==> src/rtl/axi_lite_reg_bank.sv <==
// AXI-Lite register bank: CTRL, SCRATCH, STATUS, COUNT registers
// fed by a write strobe, plus a two-state AXI-Lite read slave.
module axi_lite_reg_bank #(
  parameter int ADDR_WIDTH = 4,
  parameter int DATA_WIDTH = 32
) (
  input  logic                  clk,
  input  logic                  rst,
  input  logic                  wr_en,
  input  logic [ADDR_WIDTH-1:0] wr_addr,
  input  logic [DATA_WIDTH-1:0] wr_data,
  input  logic [ADDR_WIDTH-1:0] araddr,
  input  logic                  arvalid,
  output logic                  arready,
  output logic [DATA_WIDTH-1:0] rdata,
  output logic [1:0]            rresp,
  output logic                  rvalid,
  input  logic                  rready,
  input  logic [DATA_WIDTH-1:0] status_in,
  output logic [DATA_WIDTH-1:0] ctrl_out
);

  localparam logic       R_IDLE = 1'b0;
  localparam logic       R_DATA = 1'b1;
  localparam logic [1:0] OKAY   = 2'b00;
  localparam logic [1:0] SLVERR = 2'b10;

  logic                  r_state;
  logic [DATA_WIDTH-1:0] r_ctrl;
  logic [DATA_WIDTH-1:0] r_scratch;
  logic [DATA_WIDTH-1:0] r_status;
  logic [DATA_WIDTH-1:0] r_count;
  logic [DATA_WIDTH-1:0] r_rdata;
  logic [1:0]            r_rresp;

  logic [1:0]            w_wr_idx;
  logic [1:0]            w_rd_idx;
  logic                  w_wr_oor;
  logic                  w_rd_oor;
  logic                  w_wr_ok;
  logic                  w_wr_ctrl;
  logic                  w_wr_scr;
  logic                  w_cnt_clr;
  logic [DATA_WIDTH-1:0] w_rd_val;
  logic                  w_unused;

  assign w_wr_idx = wr_addr[3:2];
  assign w_rd_idx = araddr[3:2];

  // Byte-lane bits are not decoded.
  assign w_unused = ^{wr_addr[1:0], araddr[1:0]};

  generate
    if (ADDR_WIDTH > 4) begin : g_hi
      assign w_wr_oor = |wr_addr[ADDR_WIDTH-1:4];
      assign w_rd_oor = |araddr[ADDR_WIDTH-1:4];
    end else begin : g_nohi
      assign w_wr_oor = 1'b0;
      assign w_rd_oor = 1'b0;
    end
  endgenerate

  assign w_wr_ok   = wr_en & ~w_wr_oor;
  assign w_wr_ctrl = w_wr_ok & (w_wr_idx == 2'd0);
  assign w_wr_scr  = w_wr_ok & (w_wr_idx == 2'd1);
  assign w_cnt_clr = w_wr_ctrl & wr_data[1];

  // Bit1 is a pulse that only acts on the counter; never stored.
  always_ff @(posedge clk) begin
    if (rst) begin
      r_ctrl <= '0;
    end else if (w_wr_ctrl) begin
      r_ctrl <= {wr_data[DATA_WIDTH-1:2], 1'b0, wr_data[0]};
    end
  end

  always_ff @(posedge clk) begin
    if (rst) begin
      r_scratch <= '0;
    end else if (w_wr_scr) begin
      r_scratch <= wr_data;
    end
  end

  always_ff @(posedge clk) begin
    if (rst) begin
      r_status <= '0;
    end else begin
      r_status <= status_in;
    end
  end

  always_ff @(posedge clk) begin
    if (rst) begin
      r_count <= '0;
    end else if (w_cnt_clr) begin
      r_count <= '0;
    end else if (r_ctrl[0]) begin
      r_count <= r_count + DATA_WIDTH'(1);
    end
  end

  always_comb begin
    w_rd_val = '0;
    unique case (w_rd_idx)
      2'd0: w_rd_val = r_ctrl;
      2'd1: w_rd_val = r_scratch;
      2'd2: w_rd_val = r_status;
      2'd3: w_rd_val = r_count;
      default: w_rd_val = '0;
    endcase
  end

  always_ff @(posedge clk) begin
    if (rst) begin
      r_state <= R_IDLE;
      r_rdata <= '0;
      r_rresp <= OKAY;
    end else begin
      unique case (r_state)
        R_IDLE: begin
          if (arvalid) begin
            r_rdata <= w_rd_oor ? '0 : w_rd_val;
            r_rresp <= w_rd_oor ? SLVERR : OKAY;
            r_state <= R_DATA;
          end
        end
        R_DATA: begin
          if (rready) begin
            r_state <= R_IDLE;
          end
        end
        default: r_state <= R_IDLE;
      endcase
    end
  end

  assign arready  = ~rst & (r_state == R_IDLE);
  assign rvalid   = (r_state == R_DATA);
  assign rdata    = r_rdata;
  assign rresp    = r_rresp;
  assign ctrl_out = r_ctrl;

endmodule

==> config.mk <==
export PLATFORM = sky130hd
export DESIGN_NAME = axi_lite_reg_bank
export DESIGN_NICKNAME = d
export VERILOG_FILES = /design/src/rtl/axi_lite_reg_bank.sv
export SDC_FILE = /design/constraint.sdc
export NUM_CORES = 1
export LEC_CHECK = 0
export ABC_AREA = 1
export ABC_CLOCK_PERIOD_IN_PS = 2300
export CORE_UTILIZATION = 55
export DETAILED_ROUTE_END_ITERATION = 10
export PLACE_DENSITY = 0.86
export SLEW_MARGIN = 25
export SYNTH_ARGS = -nofsm -noshare
export SYNTH_HDL_FRONTEND = slang
export SYNTH_SLANG_ARGS = --single-unit
==> constraint.sdc <==
create_clock -name clk -period 2.3 [get_ports clk]
set_clock_uncertainty 0.2 [all_clocks]
set_input_delay 0.23 -clock clk [delete_from_list [all_inputs] [get_ports clk]]
set_output_delay 0.23 -clock clk [all_outputs]
set_load 0.02 [all_outputs]
run_1/m1.png
Bar = 20 um. Cells faint in the background.
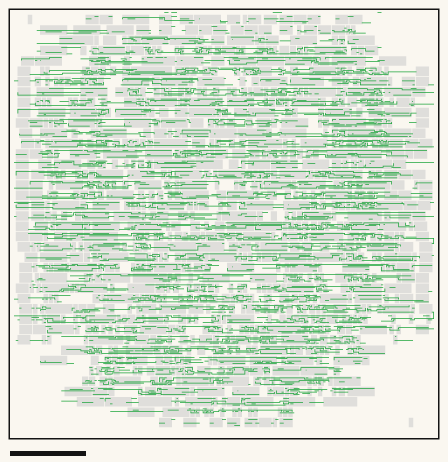
longest straight run: 53.4 um
share of all routed wire: 42%
main direction: horizontal
wire length on this layer: 7980 um
nets with wire on the layer: 1016

run_1/m2.png
Bar = 20 um. Cells faint in the background.
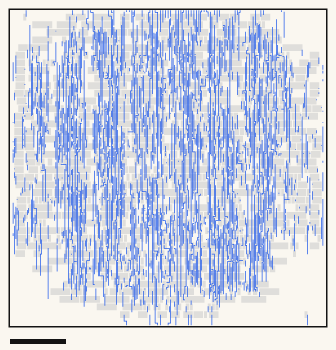
wire length on this layer: 8660 um
main direction: vertical
share of all routed wire: 46%
nets with wire on the layer: 922

run_1/m3.png
Bar = 20 um. Cells faint in the background.
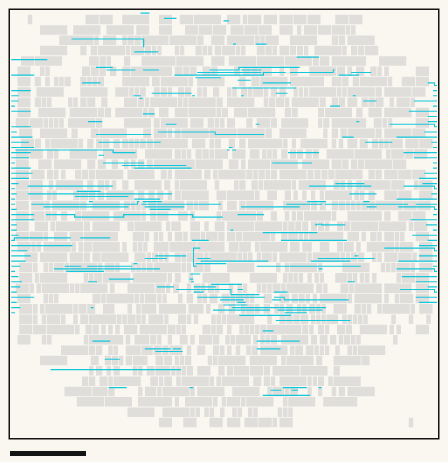
longest straight run: 37.7 um
nets with wire on the layer: 178

-- run 1: per-layer routing --
metal	global-route usage (%)	wire length, um	up-vias
li1	-	-	3245
met1	39.28	7977	3054
met2	48.97	8658	342
met3	5.570	1591	50
met4	17.69	743	0
met5	0	0	-
-- run 1: logic make-up (layout without fill, tap and decap cells) --
group,count (synthesis),after routing,share of synthesized area (%)
flops,160,160,47.53
compound gates,240,240,19.05
fa+ha+maj,1,1,0.1856
buf+inv,145,289,8.801
other cells,1,3,0.05565
xor+xnor,4,4,0.5198
simple gates,370,370,23.86
-- run 1: final cells by class --
| type | instances | share of cell area [%] |
|---|---|---|
| Timing Repair Buffer | 162 | 17.74 |
| Sequential cell | 160 | 36.16 |
| Tap cell | 147 | 2.076 |
| Clock buffer | 17 | 4.802 |
| Multi-Input combinational cell | 618 | 33.36 |
| Inverter | 95 | 4.040 |
| Clock inverter | 15 | 1.822 |
-- run 1: power groups by stage --
| stage | Sequential, uW | Combinational (uW) | Clock [uW] |
|---|---|---|---|
| 4_1_cts | 2980 | 788 | 2820 |
| 6_report | 2980 | 795 | 2820 |
| 3_3_place_gp | 3040 | 767 | 0 |
| 2_1_floorplan | 3110 | 315 | 0 |
| 5_1_grt | 2990 | 859 | 2950 |
| 3_5_place_dp | 3040 | 780 | 0 |
-- run 1: how the worst min path moves through the flow --
| stage | to | slack (ns) | cells past startpoint |
|---|---|---|---|
| 2_1_floorplan | r_status[0] | 0.14 | 2 |
| 3_3_place_gp | r_count[31] | 0.25 | 2 |
| 3_5_place_dp | ctrl_out[16] | 0.26 | 2 |
| 4_1_cts | r_status[7] | 0.09 | 3 |
| 5_1_grt | r_status[11] | 0.11 | 3 |
| 6_report | r_status[7] | 0.10 | 3 |
-- run 1: cell usage after synthesis (all sizes together) --
library cell and number:
a21oi 75, a31oi 23, a41oi 5, and2 1, buf 27, clkbuf 23
clkinv 3, conb 1, dfxtp 160, ha 1, inv 92, nand2 121
nand3 23, nand4 8, nor2 211, nor3 5, o211ai 3, o21ai 125
o21bai 1, o22ai 8, or2 1, xor2 4
-- run 1: stage by stage --
step | cell area (sq um) | worst slack (ns) | cells | util (%) | power, uW
2_1_floorplan | 6746 | 0.7454 | 923 | - | 3422
3_3_place_gp | 8272 | 0.2286 | 1182 | 69.15 | 3805
3_5_place_dp | 8272 | 0.1986 | 1182 | 69.15 | 3818
4_1_cts | 8859 | 0.1190 | 1214 | 74.06 | 6592
5_1_grt | 8859 | 0.08963 | 1214 | 74.06 | 6801
6_report | 8859 | 0.1092 | 1214 | 74.06 | 6593
-- run 1: flip-flops by register name, summed over array words and instances, names as in the netlist --
register   count
rvalid         1
r_scratch     32
r_status      32
r_count       32
ctrl_out      31
rdata         32
==> summary.txt, run 1 <==
Status -> finished, final reports clean
Tightest Pin Transition -> 0.5404 ns
Critical path's top delay family -> buffers and inverters
Final slew viol count -> 0
Leading cell type in the layout, fill and taps excluded -> sky130_fd_sc_hd__nor2_1
Worst hold slack -> 0.1015 ns
Combinational gate area -> 2955 sq um
Post-route antenna net violation count -> 0
Total of endpoints with negative setup slack in the final report -> 0
DRC errors left -> 0
Internal power of the cells -> 4875 uW
Tally of filler cells in the layout -> 879
Number of rows created at floorplan -> 40
Top logic cells by instance count in the layout -> 190 x sky130_fd_sc_hd__nor2_1, 160 x sky130_fd_sc_hd__dfxtp_1, 137 x sky130_fd_sc_hd__clkdlybuf4s50_1
Most area-hungry cell type in the Yosys netlist -> sky130_fd_sc_hd__dfxtp_1
Synthesized instance count -> 921
Number of inserted diodes -> 0
Net count reported at finish -> 1132
Switching part of the total power -> 26.07%
Peak per-stage delay on the critical path -> 0.71 ns
Detailed router's first-iteration violation count -> 632
Post-Synthesis Cell Area -> 6739 sq um
Maximum fanout along the worst path -> 8
Reg2reg end -> r_count[23]
Post-synth area hogs -> sky130_fd_sc_hd__dfxtp_1 48%, sky130_fd_sc_hd__nor2_1 11%, sky130_fd_sc_hd__o21ai_0 8.1%
Count of cells along the worst register-to-register path -> 8
Static leakage -> 0.003516 uW
TritonCTS clock tree -> yes
Area of the core region -> 11960 sq um
Buffer depth of the longest clock path -> 2
Kind of start point of the critical path -> register
Clock insertion delay at the later pin of the skew report -> 0.43 ns
==> run 2, diff against run 1 <==
==> constraint.sdc (replaced) <==
create_clock -name clk -period 2.3 [get_ports clk]
set_clock_uncertainty 0.2 [all_clocks]
set_input_delay 0.345 -clock clk [delete_from_list [all_inputs] [get_ports clk]]
set_output_delay 0.345 -clock clk [all_outputs]
set_load 0.02 [all_outputs]
run_2/congestion_map.png
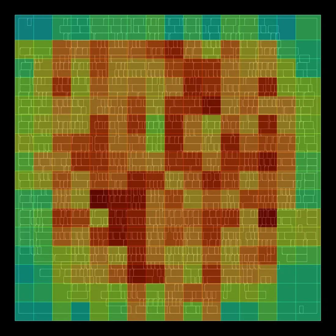
global routing met3 resource utilization: 7.445%
post-DR wirelength/cell: 16.22 um

run_2/m2.png
Bar = 20 um. Cells faint in the background.
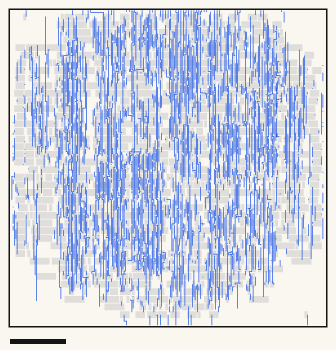
longest straight run: 54.1 um
share of all routed wire: 46%
main direction: vertical
wire length on this layer: 8970 um
nets with wire on the layer: 918

==> summary.txt, run 2 <==
Number of inserted diodes -> 0 (unchanged)
Maximum fanout along the worst path -> 3 (-5)
Leading cell type in the layout, fill and taps excluded -> sky130_fd_sc_hd__nor2_1
Kind of start point of the critical path -> input port
Internal power of the cells -> 4903 uW (+0.57%)
Final slew viol count -> 0 (unchanged)
Number of rows created at floorplan -> 40 (unchanged)
Post-CTS Repair Setup Buffers -> 0
Hold Path Class -> input port to register
Synthesized instance count -> 921 (unchanged)
Worst hold slack -> 0.2281 ns (+0.1265 ns)
Post-synth area hogs -> sky130_fd_sc_hd__dfxtp_1 48%, sky130_fd_sc_hd__nor2_1 11%, sky130_fd_sc_hd__o21ai_0 8.1%
RSZ-0062 raised after global routing -> false
Worst Path Arrival -> 1.66 ns
Tightest Pin Transition -> 0.5274 ns (-0.01306 ns)
Mean area per synthesized cell -> 7.317 sq um
Net count reported at finish -> 1129 (-0.27%)
Most area-hungry cell type in the Yosys netlist -> sky130_fd_sc_hd__dfxtp_1
Fraction of registers with async set/reset -> 0% (unchanged)
Total of endpoints with negative setup slack in the final report -> 0 (unchanged)
Number of enable flip-flop cells -> 0 (unchanged)
Detailed router's first-iteration violation count -> 606 (-4.1%)
Area of the core region -> 11960 sq um (unchanged)
Leading post-synthesis cells by instance count -> 192 x sky130_fd_sc_hd__nor2_1, 160 x sky130_fd_sc_hd__dfxtp_1, 110 x sky130_fd_sc_hd__nand2_1
TritonCTS clock tree -> yes
Top logic cells by instance count in the layout -> 190 x sky130_fd_sc_hd__nor2_1, 160 x sky130_fd_sc_hd__dfxtp_1, 137 x sky130_fd_sc_hd__clkdlybuf4s50_1
Static leakage -> 0.003523 uW (+0.18%)
Final min period -> 2.209 ns
DRC errors left -> 0 (unchanged)
Tally of filler cells in the layout -> 906 (+3.1%)
Post-route antenna net violation count -> 0 (unchanged)
Buffer depth of the longest clock path -> 2 (unchanged)
Initial antenna violation count -> 0
Post-Synthesis Cell Area -> 6739 sq um (unchanged)
Clock insertion delay at the later pin of the skew report -> 0.43 ns (about the same)
Switching part of the total power -> 24.82% (-1.2 points)
Status -> finished, final reports clean
Required time of the critical path -> 1.75 ns
run_2/m1.png
Bar = 20 um. Cells faint in the background.
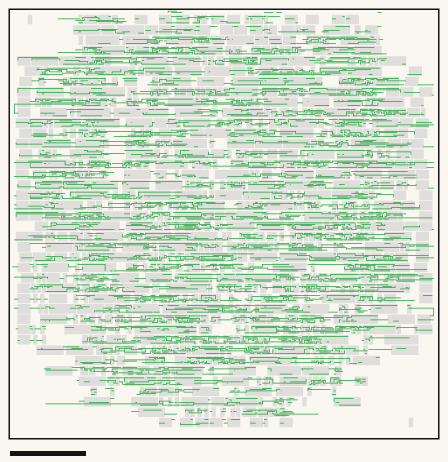
wire length on this layer: 8110 um
share of all routed wire: 41%
main direction: horizontal
longest straight run: 30.8 um

-- run 2: cell counts after synthesis --
No cell type changed its count.
-- run 2: final cells by class --
| type | instances | area (sq um) | share of cell area (%) |
|---|---|---|---|
| clock buffers | 20 | 456.7 | 5.170 |
| clock inverters | 11 | 115.1 | 1.303 |
| inverters | 95 | 357.8 | 4.051 |
| multi-input cells | 618 | 2955 | 33.46 |
| flip-flops and latches | 160 | 3203 | 36.26 |
| well taps | 147 | 183.9 | 2.082 |
| repair buffers | 159 | 1562 | 17.68 |
-- run 2: layer usage --
metal,GRT usage [%],vias up,wire [um]
met5,0,-,0
met4,17.42,0,825
met3,7.445,58,1719
met2,50.66,395,8965
met1,39.99,3066,8112
li1,-,3245,-
-- run 2: power groups by stage --
stage                     clock network [uW]  logic [uW]  registers (uW)
after detailed placement                   0         781            3040
after floorplan                            0         315            3110
after global placement                     0         767            3040
final                                   2740         799            2980
after global routing                    2880         862            2990
after CTS                               2750         792            2980
-- run 2: stage by stage --
step	power (uW)	util [%]	cell area, sq um	instances	worst slack (ns)
floorplan	3422	-	6746	923	0.7454
global placement	3803	69.07	8262	1179	0.1017
detailed placement	3818	69.07	8262	1179	0.09923
CTS	6518	73.85	8833	1210	0.09923
global route	6740	73.85	8833	1210	0.05823
finish	6521	73.85	8833	1210	0.09090
-- run 2: cell families (layout without fill, tap and decap cells) --
kind of cell	after synthesis	after routing	share of synthesized area, %
simple gates	370	370	23.86
compound gates	240	240	19.05
flops	160	160	47.53
buf+inv	145	285	8.801
xor+xnor	4	4	0.5198
fa+ha+maj	1	1	0.1856
other cells	1	3	0.05565
-- run 2: worst paths after layout --
kind | end | from | slack [ns] | cells past startpoint
worst min register to register | ctrl_out[16] | ctrl_out[16] | 0.28 | 2
worst min-delay path | r_status[4] | status_in[4] | 0.23 | 3
worst max register to register | r_count[30] | r_count[0] | 0.57 | 8
worst max-delay path | arready | rst | 0.09 | 3
-- run 2: critical path: stages --
cell and delay, ns:
sky130_fd_sc_hd__clkdlybuf4s50_1 0.54, sky130_fd_sc_hd__nor2_1 0.16, sky130_fd_sc_hd__clkdlybuf4s50_1 0.61
Power and IR drop assume default switching activity.
